### Routed metal, one color a layer

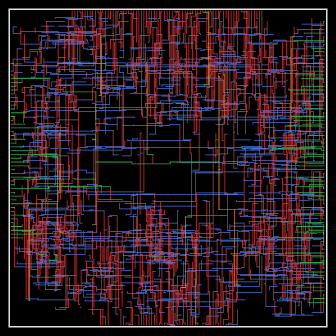
### Routing congestion map

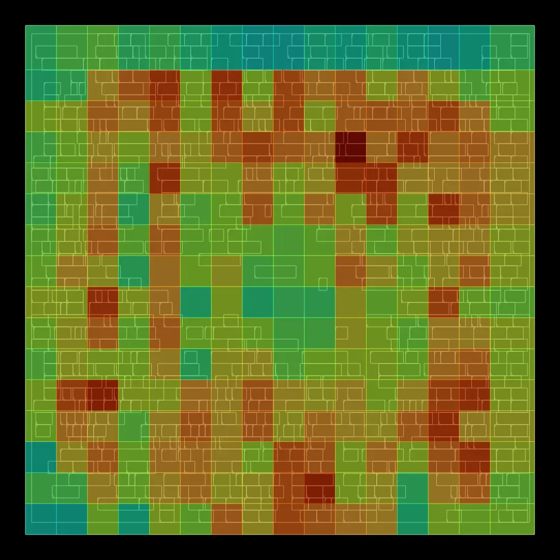
### Logic cells by family

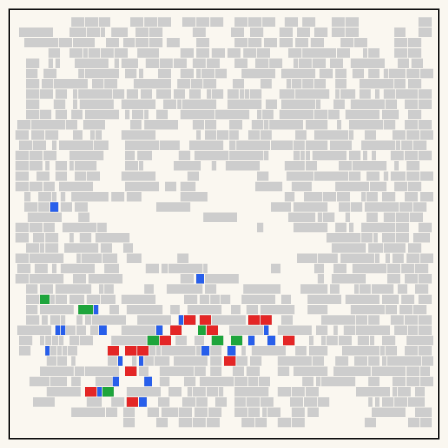
### Metal 2

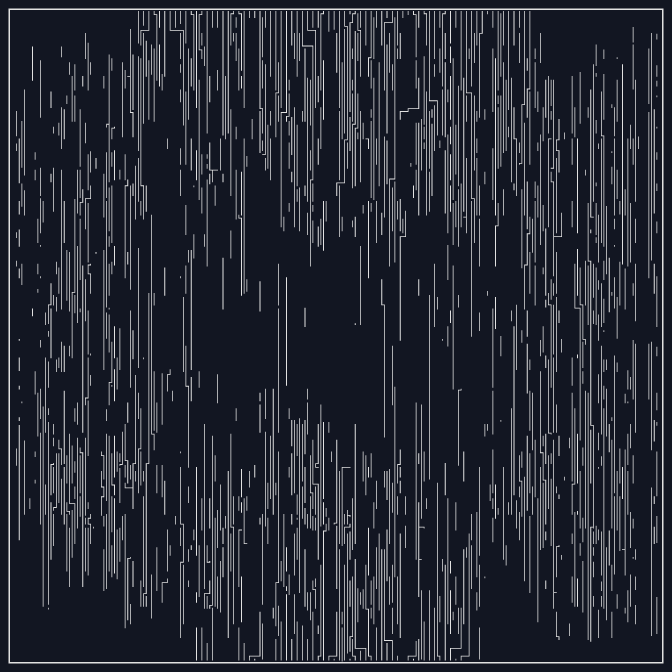
### Placement density heat map

The die is cut into 11 by 11 equal tiles; white is low, dark blue is high, 0 to 100% covered.
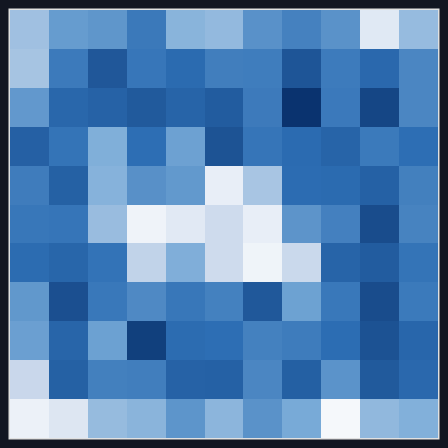
==> config.mk <==
export PLATFORM = sky130hd
export DESIGN_NAME = trdb_pkt_arbiter
export DESIGN_NICKNAME = d
export VERILOG_FILES = /design/src/rtl/trdb_pkt_arbiter.sv
export SDC_FILE = /design/constraint.sdc
export NUM_CORES = 1
export LEC_CHECK = 0
export CAP_MARGIN = 20
export CORE_UTILIZATION = 35
export CTS_BUF_LIST = sky130_fd_sc_hd__clkbuf_4 sky130_fd_sc_hd__clkbuf_8 sky130_fd_sc_hd__clkbuf_16
export DETAILED_ROUTE_END_ITERATION = 10
export GPL_TIMING_DRIVEN = 0
export PLACE_DENSITY = 0.77
export SYNTH_ARGS = -nofsm -noshare
export SYNTH_HDL_FRONTEND = slang
export SYNTH_SLANG_ARGS = --single-unit
==> constraint.sdc <==
create_clock -name clk_i -period 1.5 [get_ports clk_i]
set_input_delay 0.3 -clock clk_i [delete_from_list [all_inputs] [get_ports clk_i]]
set_output_delay 0.3 -clock clk_i [all_outputs]
set_load 0.005 [all_outputs]
==> results_dict.tcl <==
# metrics dict for downstream scripts
set metrics [dict create \
    outcome "finished with violations" \
    violations "setup timing" \
    grt_max_degree 66 \
    syn_to_final_growth_pct 88.5 \
    skew_ns 0.00532 \
    crit_family "buffers and inverters" \
    largest_reg_flops 64 \
    antenna_found_initial 0 \
    cts.repair.resized 197 \
    ir_worst_vdd_mv 0.818 \
    ff2ff_path_depth 12 \
    drv_slew 0 \
    setup_ws_ns -0.582 \
    cp_cell_sequence "inv_2 > ha_4 > and2b_1 > o211a_1 > buf_6 > buf_12 > and3_4 > buf_6" \
    path_max_fanout 5 \
    xor_share 0.0303 \
    seqCellArea_um2 2330 \
    grt_pass1_vias 4474 \
    fin_nets 849 \
    numSynthFlops 93 \
    cts_buffers 9 \
    setup_viol 76 \
    worst_pin_slew_ns 0.362 \
    cpPeakStageDelay_ns 0.40 \
    synth.area.top_cells "dfrtp_1 (54%), mux2i_1 (16%), a21oi_1 (8.4%)" \
    buffers 310 \
    setup_tns_ns -27.37 \
    clk-power_mw 2.23 \
    crit_required_ns 1.20 \
    cts_setup_buffers 34 \
    cts.htree.levels 3 \
    power.internal_mw 8.38 \
    synthFlopType "dfrtp_1" \
    top_layer_used "met4" \
    critPathBufInv 4 \
    criticalPathCategory "flop to output pin" \
    rows 40 \
    cts-root-buf "clkbuf_16" \
    ys_cells 401 \
    crit_slowest_cell "dfrtp_1" \
    portBuffers 238 \
    grt.overflow.total 0 \
    wl_met3_um 929 \
    cts_hold_buf 2 \
    area_share_clock_buf_inv 0.0352 \
    end_kind "output pin" \
    dp_hpwl_um 9890 \
    synthMostInstantiatedCell "dfrtp_1" \
    finalCritPeriodShare 1.39 \
    cts_max_path_buffers 2 \
    swShare 0.344 \
    gp_congestion 0.793 \
    cts_tree "built" \
    synth_chip_area_um2 4340 \
    min_period_ns 2.08 \
    ys_sh_adder 0.0115 \
    synthesis.nets 552 \
    synthArstFlopShare 1.00 \
    synth_area_per_cell_um2 10.8 \
    clock-sinks 93 \
    ys_types 26 \
    logic_gate_count 279 \
    grt_pass1_wl_um 22600 \
    clk_pin_slew_ns 0.06 \
    firstDrtPassIters 4 \
    aoi_share 0.0948 \
    ant_nets 0 \
    p_clk_frac 0.174 \
    warnings 31 \
    die_h_um 113 \
    yosys_warnings 0 \
    place_ws_ns -0.994 \
    num-nonclk-inverters 5 \
    mappedNetlistArea_um2 4340 \
    dp.cells 808 \
    switchingPower_mw 4.40 \
    hold_viol 0 \
    rsz0062_at_grt "yes" \
    yosys.area.top_type_share 0.536 \
    power_leakage_nw 3.80 \
    logic_family "multiplexers" \
    place_area_um2 6970 \
    n_fill_cell 935 \
    largest_class "non-clock buffers" \
    tap_cells 168 \
    dr_wl_met2_um 8120 \
    drc 0 \
    crit_top_cell "buf_6" \
    avgViaCountPerCell 4.91 \
    power.group.top "combinational cells" \
    seqPwrFrac 0.327 \
    timing.fmax_mhz 480 \
    relSlewSlack 0.752 \
    top_cells_by_count "dfrtp_1 (93), nor2_1 (78), a21oi_1 (73), mux2i_1 (71), buf_6 (13)" \
    p_seq_mw 4.18 \
    crit_cells 8 \
    drive_above_1_share 0.250 \
    edf_count 0 \
    yosysTopAreaCell "dfrtp_1" \
    diodes 0 \
    use_met1 0.245 \
    start_kind "flop" \
    dieWidth_um 113 \
    timing.hold.ws_ns 0.0534 \
    die_area_um2 12900 \
    arrival_ns 1.78 \
    powerDensity_nw_per_um2 1560 \
    yosys.stat.seqShare 0.536 \
    clock_latency_ns 0.34 \
]
-- 'Routed metal, one color a layer' (at the start) --
legend:
  green:
    layer: M3
    wire_length: 930 um
  red:
    layer: M2
    wire_length: 8120 um
  orange:
    layer: M4
    wire_length: 390 um
  blue:
    layer: M1
    wire_length: 5630 um
routed len/inst: 17.3 um
Vias: 4274

-- 'Routing congestion map' (at the start) --
M3 GR Usage: 0.0584
GRT busiest layer: met2
total global-route track usage: 0.231
final core utilization: 0.678

-- 'Logic cells by family' (at the start) --
legend:
  red:
    family: xor and xnor cells
    cells: 15
    most_used: xnor2_1
  green:
    family: and/or cells
    cells: 7
    most_used: and4_1
  blue:
    family: nand cells
    cells: 20
    most_used: nand2_1
fin cells: 871
logic share of the area: 0.268
most numerous logic cell after layout: clkdlybuf4s50_1

-- 'Metal 2' (at the start) --
main direction: vertical
longest straight run: 42.8 um
met2 Use GR: 0.436
routed wire length: 15100 um

-- 'Placement density heat map' (at the start) --
tiles over 75% full: 34%
emptiest ninth of the die: center
mean over tiles: 62%
fullest tile: 99%
initial core utilization: 0.360
core area: 12100 um^2

